<file path="src/rtl/ahb_pkg.sv">
// Shared AHB-Lite encodings, FSM state type and burst-type helper for ahb_mst_arb.
package ahb_pkg;

  localparam int unsigned LEN_W = 3;

  localparam logic [1:0] HTRANS_IDLE   = 2'b00;
  localparam logic [1:0] HTRANS_BUSY   = 2'b01;
  localparam logic [1:0] HTRANS_NONSEQ = 2'b10;
  localparam logic [1:0] HTRANS_SEQ    = 2'b11;

  localparam logic [2:0] HBURST_SINGLE = 3'b000;
  localparam logic [2:0] HBURST_INCR   = 3'b001;
  localparam logic [2:0] HBURST_INCR4  = 3'b011;
  localparam logic [2:0] HBURST_INCR8  = 3'b101;

  localparam logic [2:0] HSIZE_WORD      = 3'b010;
  localparam logic [3:0] HPROT_DATA_PRIV = 4'b0011;

  typedef enum logic [2:0] {
    ST_IDLE,
    ST_ADDR,
    ST_BURST,
    ST_LAST,
    ST_ERR1
  } state_t;

  // Attributes of the granted command held for the whole burst
  typedef struct packed {
    logic             write;
    logic [LEN_W-1:0] len;
  } cmd_t;

  // Map beats-1 to the AHB burst encoding
  function automatic logic [2:0] hburst_of(input logic [LEN_W-1:0] len);
    case (len)
      3'd0:    return HBURST_SINGLE;
      3'd3:    return HBURST_INCR4;
      3'd7:    return HBURST_INCR8;
      default: return HBURST_INCR;
    endcase
  endfunction

endpackage

</file>
<file path="src/rtl/ahb_rr_arb.sv">
// Two-way request picker with last-grant pointer; only picks while en is high.
// Macro AHB_MST_ARB_FIXED_PRIO_EN: requester 0 always wins, pointer removed.
module ahb_rr_arb (
  input  logic       hclk,
  input  logic       hresetn,
  input  logic       en,
  input  logic [1:0] req,
  output logic [1:0] pick_c
);

`ifdef AHB_MST_ARB_FIXED_PRIO_EN
  logic unused_clk_rst;
  assign unused_clk_rst = hclk ^ hresetn;

  // Fixed priority: requester 0 first
  always_comb begin
    pick_c = 2'b00;
    if (en) begin
      if (req[0])      pick_c = 2'b01;
      else if (req[1]) pick_c = 2'b10;
    end
  end
`else
  logic last_q;

  // Round-robin pick: on contention favour the requester not granted last
  always_comb begin
    pick_c = 2'b00;
    if (en) begin
      case (req)
        2'b01:   pick_c = 2'b01;
        2'b10:   pick_c = 2'b10;
        2'b11:   pick_c = last_q ? 2'b01 : 2'b10;
        default: pick_c = 2'b00;
      endcase
    end
  end

  // Last-grant pointer; reset value makes requester 0 win first
  always_ff @(posedge hclk or negedge hresetn) begin
    if (!hresetn)          last_q <= 1'b1;
    else if (en && (|req)) last_q <= pick_c[1];
  end
`endif

endmodule

</file>
<file path="src/rtl/ahb_mst_arb.sv">
// AHB-Lite master sharing one port between two burst requesters.
// Macro AHB_MST_ARB_FIXED_PRIO_EN (in ahb_rr_arb): fixed priority instead of round-robin.
module ahb_mst_arb
  import ahb_pkg::*;
#(
  parameter int unsigned AW = 32,
  parameter int unsigned DW = 32
) (
  input  logic                  hclk,
  input  logic                  hresetn,
  input  logic [1:0]            req,
  input  logic [1:0]            cmd_write,
  input  logic [2*AW-1:0]       cmd_addr,
  input  logic [2*LEN_W-1:0]    cmd_len,
  input  logic [2*DW-1:0]       wdata,
  output logic [1:0]            gnt,
  output logic [1:0]            wnext,
  output logic [DW-1:0]         rdata,
  output logic [1:0]            rvalid,
  output logic [1:0]            done,
  output logic [1:0]            err,
  input  logic                  hready,
  input  logic                  hresp,
  input  logic [DW-1:0]         hrdata,
  output logic [AW-1:0]         haddr,
  output logic [DW-1:0]         hwdata,
  output logic                  hwrite,
  output logic [2:0]            hsize,
  output logic [2:0]            hburst,
  output logic [3:0]            hprot,
  output logic [1:0]            htrans
);

  state_t           state;
  cmd_t             cmd_q;
  logic             sel;
  logic [LEN_W-1:0] beat;
  logic             dphase;

  logic [1:0]       pick_c;
  logic             idx_c;
  cmd_t             new_cmd_c;
  logic [AW-1:0]    new_addr_c;
  logic [DW-1:0]    cur_wdata_c;
  logic             data_err_c;

  assign hsize = HSIZE_WORD;
  assign hprot = HPROT_DATA_PRIV;

  ahb_rr_arb u_arb (
    .hclk    (hclk),
    .hresetn (hresetn),
    .en      (state == ST_IDLE),
    .req     (req),
    .pick_c  (pick_c)
  );

  // Slice selection for the winning requester and the granted requester
  always_comb begin
    idx_c           = pick_c[1];
    new_cmd_c.write = cmd_write[idx_c];
    new_cmd_c.len   = idx_c ? cmd_len[2*LEN_W-1:LEN_W] : cmd_len[LEN_W-1:0];
    new_addr_c      = idx_c ? cmd_addr[2*AW-1:AW] : cmd_addr[AW-1:0];
    cur_wdata_c     = sel ? wdata[2*DW-1:DW] : wdata[DW-1:0];
    data_err_c      = dphase && hresp;
  end

  // Burst FSM with pipelined address/data phases; all bus and requester outputs registered
  always_ff @(posedge hclk or negedge hresetn) begin
    if (!hresetn) begin
      state  <= ST_IDLE;
      cmd_q  <= '0;
      sel    <= 1'b0;
      beat   <= '0;
      dphase <= 1'b0;
      gnt    <= '0;
      wnext  <= '0;
      rvalid <= '0;
      done   <= '0;
      err    <= '0;
      rdata  <= '0;
      haddr  <= '0;
      hwdata <= '0;
      hwrite <= 1'b0;
      hburst <= HBURST_SINGLE;
      htrans <= HTRANS_IDLE;
    end else begin
      wnext  <= '0;
      rvalid <= '0;
      done   <= '0;
      err    <= '0;
      if (hready) dphase <= (htrans != HTRANS_IDLE);

      case (state)
        ST_IDLE: begin
          if (|pick_c) begin
            gnt    <= pick_c;
            sel    <= idx_c;
            cmd_q  <= new_cmd_c;
            beat   <= '0;
            haddr  <= new_addr_c;
            hwrite <= new_cmd_c.write;
            hburst <= hburst_of(new_cmd_c.len);
            htrans <= HTRANS_NONSEQ;
            state  <= ST_ADDR;
          end
        end

        ST_ADDR, ST_BURST, ST_LAST: begin
          if (data_err_c) begin
            // First ERROR cycle cancels the pending beats; second one ends the burst
            htrans <= HTRANS_IDLE;
            if (hready) begin
              err    <= gnt;
              gnt    <= '0;
              dphase <= 1'b0;
              state  <= ST_IDLE;
            end else begin
              state  <= ST_ERR1;
            end
          end else if (hready) begin
            if (dphase && !cmd_q.write) begin
              rdata  <= hrdata;
              rvalid <= gnt;
            end
            if (state == ST_LAST) begin
              done  <= gnt;
              gnt   <= '0;
              state <= ST_IDLE;
            end else begin
              // Address phase of the current beat accepted
              if (cmd_q.write) begin
                hwdata <= cur_wdata_c;
                wnext  <= gnt;
              end
              if (beat == cmd_q.len) begin
                htrans <= HTRANS_IDLE;
                state  <= ST_LAST;
              end else begin
                beat   <= beat + LEN_W'(1);
                haddr  <= haddr + AW'(4);
                htrans <= HTRANS_SEQ;
                state  <= ST_BURST;
              end
            end
          end
        end

        ST_ERR1: begin
          if (hready) begin
            err    <= gnt;
            gnt    <= '0;
            dphase <= 1'b0;
            state  <= ST_IDLE;
          end
        end

        default: state <= ST_IDLE;
      endcase
    end
  end

endmodule

</file>
<file path="config.mk">
export PLATFORM = sky130hd
export DESIGN_NAME = ahb_mst_arb
export DESIGN_NICKNAME = d
export VERILOG_FILES = /design/src/rtl/ahb_pkg.sv /design/src/rtl/ahb_rr_arb.sv /design/src/rtl/ahb_mst_arb.sv
export SDC_FILE = /design/constraint.sdc
export NUM_CORES = 1
export LEC_CHECK = 0
export CELL_PAD_IN_SITES_DETAIL_PLACEMENT = 1
export CELL_PAD_IN_SITES_GLOBAL_PLACEMENT = 2
export CORE_ASPECT_RATIO = 1.75
export CORE_MARGIN = 1.5
export CORE_UTILIZATION = 22
export CTS_CLUSTER_DIAMETER = 80
export DETAILED_ROUTE_END_ITERATION = 10
export GPL_TIMING_DRIVEN = 0
export PLACE_DENSITY = 0.82
export SKIP_CTS_REPAIR_TIMING = 1
export SYNTH_ARGS = -nofsm -noshare
export SYNTH_HDL_FRONTEND = slang
export SYNTH_SLANG_ARGS = --single-unit
export TNS_END_PERCENT = 50
</file>
<file path="constraint.sdc">
create_clock -name hclk -period 1.82 [get_ports hclk]
set_input_delay 0.546 -clock hclk [delete_from_list [all_inputs] [get_ports hclk]]
set_output_delay 0.546 -clock hclk [all_outputs]
set_load 0.02 [all_outputs]
</file>
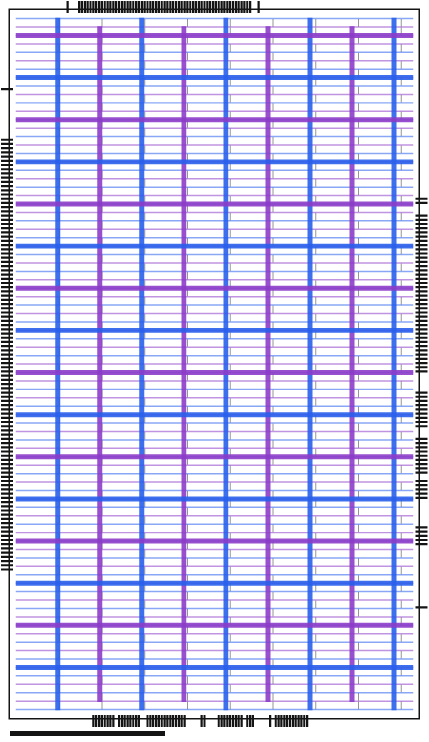
Fig. 1. Floorplan with the power grid.
Bar = 50 um. Pins as bars on the die edge. Tap cells in grey.
Key: purple = VDD; blue = VSS
293 signal pins sit on the boundary. 83 met1 rails follow the rows. The core has 82 rows.
worst vdd ir: 0.000789 V
die height: 229 um
Die Width: 132 um
area of the core region: 28600 um^2

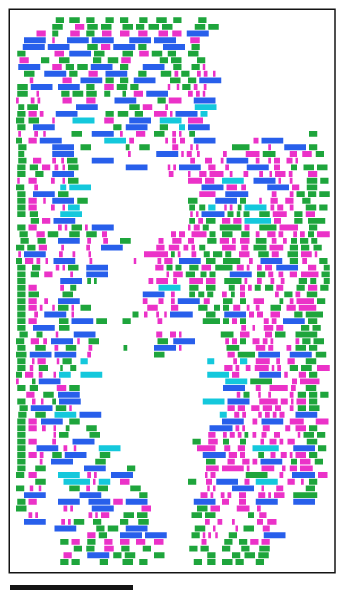
Fig. 2. Placement by cell class.
Bar = 50 um.
Key: blue = sequential cells [cells 124, share of their area 27%]; green = remaining buffers and delay cells [cells 386, share of their area 36%]; magenta = combinational and other logic [cells 470, share of their area 31%]; cyan = clock drivers and dummy loads [cells 31, share of their area 5.5%]
Seq area share: 0.261
Rows: 82

==> metrics.log <==
[report] implementation figures
[metrics] run status: finished, violations left
[metrics] violated checks: negative setup slack
[metrics] post-synthesis mux area share: 0.134
[metrics] number of nets still failing antenna checks after routing: 0
[metrics] cell type with the largest total area after synthesis: sky130_fd_sc_hd__dfrtp_1
[metrics] cells in synth_stat.txt: 637
[metrics] clock sink count: 124
[metrics] length in cells of the worst reg-to-reg path: 8
[metrics] # setup viols final: 35
[metrics] final worst slack: -179 ps
[metrics] htree depth: 4
[metrics] start point of the critical path: state[0]$_DFFE_PN0P_
[metrics] proportion of register bits with asynchronous set or reset after synthesis: 1.00
[metrics] area fraction in full adders, half adders and majority gates: 0.00548
[metrics] critical path class: flop to flop
[metrics] DRC violation total after the first TritonRoute iteration: 223
[metrics] number of buffer and inverter instances along the worst setup path: 3
[metrics] Comb power: 0.0124 W
[metrics] net switching component of the power: 0.00894 W
[metrics] TritonCTS Buffers: 17
[metrics] mean post-synth cell area: 10.0 um^2
[metrics] R2R Path Start: state[0]$_DFFE_PN0P_
[metrics] sequential share of power: 0.239
[metrics] most common cell type on the critical path: sky130_fd_sc_hd__buf_6
[metrics] min cycle time layout: 2000 ps
[metrics] number of logged tool warnings: 27
[metrics] layout overhead on the synthesized area: 86.4%
[metrics] internal power: 0.0121 W
[metrics] post-route clock period utilization: 1.10
[metrics] accumulated negative setup slack: -3200 ps
[metrics] crit path capture type: flop
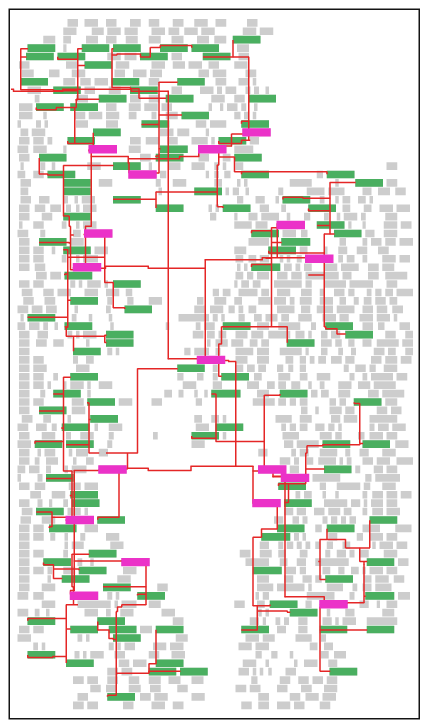
Fig. 3. Clock wires, drivers and flops.
Key: magenta = clock drivers [count 17]; green = flip-flops [count 124]; red = clock wires [length 2200 um]
Position of the flops: widely spread.
clock skew: 9.54 ps
clock latency of the later-clocked register in the worst-skew pair: 440 ps
power attributed to the clock group: 0.00366 W
clock share of power: 0.174

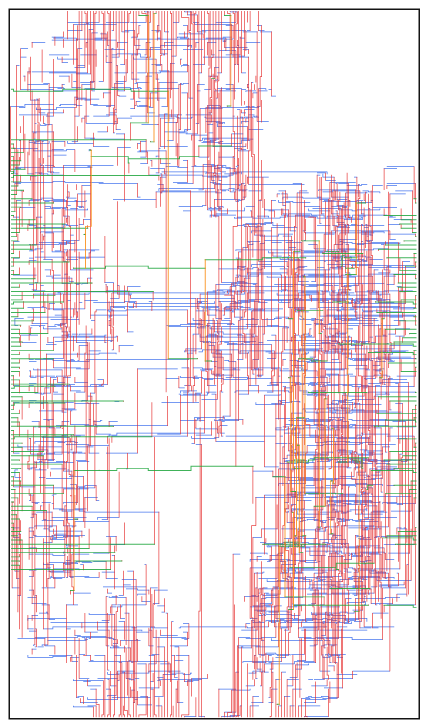
Fig. 4. Routed metal, one colour a layer.
Key: orange = metal 4 [wire length 1050 um]; green = metal 3 [wire length 1890 um]; red = metal 2 [wire length 16300 um]; blue = metal 1 [wire length 9700 um]
Routed Wire Length: 28.9 mm
combined global-route utilization of all metal layers: 0.181
average wire per cell in the routed design: 20.8 um
total vias in the final route: 6656

placed cells by master, fill, tap and decap left out, types with 13 or more instances in the layout:
cell type                         instances
sky130_fd_sc_hd__nor2_1                  23
sky130_fd_sc_hd__dfrtp_1                118
sky130_fd_sc_hd__clkbuf_16               21
sky130_fd_sc_hd__mux2_2                  36
sky130_fd_sc_hd__buf_4                   48
sky130_fd_sc_hd__nand3_1                 13
sky130_fd_sc_hd__mux2i_1                 36
sky130_fd_sc_hd__a31oi_1                 14
sky130_fd_sc_hd__o21ai_0                 42
sky130_fd_sc_hd__a21oi_1                 23
sky130_fd_sc_hd__clkdlybuf4s50_1        169
sky130_fd_sc_hd__dlymetal6s2s_1         113
sky130_fd_sc_hd__nand2_1                 75
sky130_fd_sc_hd__buf_6                   20
sky130_fd_sc_hd__o22a_1                  17
per-stage QoR:
stage          instance area [um^2]  cells  hold WS, ps  utilization  total power (W)
6_report                      11900   1390         54.2        0.416           0.0211
5_1_grt                       11900   1389         89.6        0.416           0.0222
4_1_cts                       10400   1337         57.9        0.363           0.0189
3_5_place_dp                   9770   1306          470        0.341           0.0151
3_3_place_gp                   9740   1305          460        0.340           0.0150
2_1_floorplan                  6420    642          250            -           0.0104
cell type report:
type                    instances  area (um^2)
multi-input cells             462         3530
inverters                       8         30.0
repair buffers                341         3710
flip-flops and latches        124         3110
plain buffers                  45          447
diodes                          1         2.50
clock inverters                11          158
fillers                      3108        16700
well taps                     378          473
clock buffers                  20          467
flip-flops by register name, indices dropped and copies added, names as in the netlist, 2 cells and up:
register,flops
haddr,32
hwdata,32
rdata,32
cmd_q,4
beat,3
hburst,3
state,3
done,2
err,2
gnt,2
htrans,2
rvalid,2
wnext,2
Power is estimated from default activity; no workload was simulated.
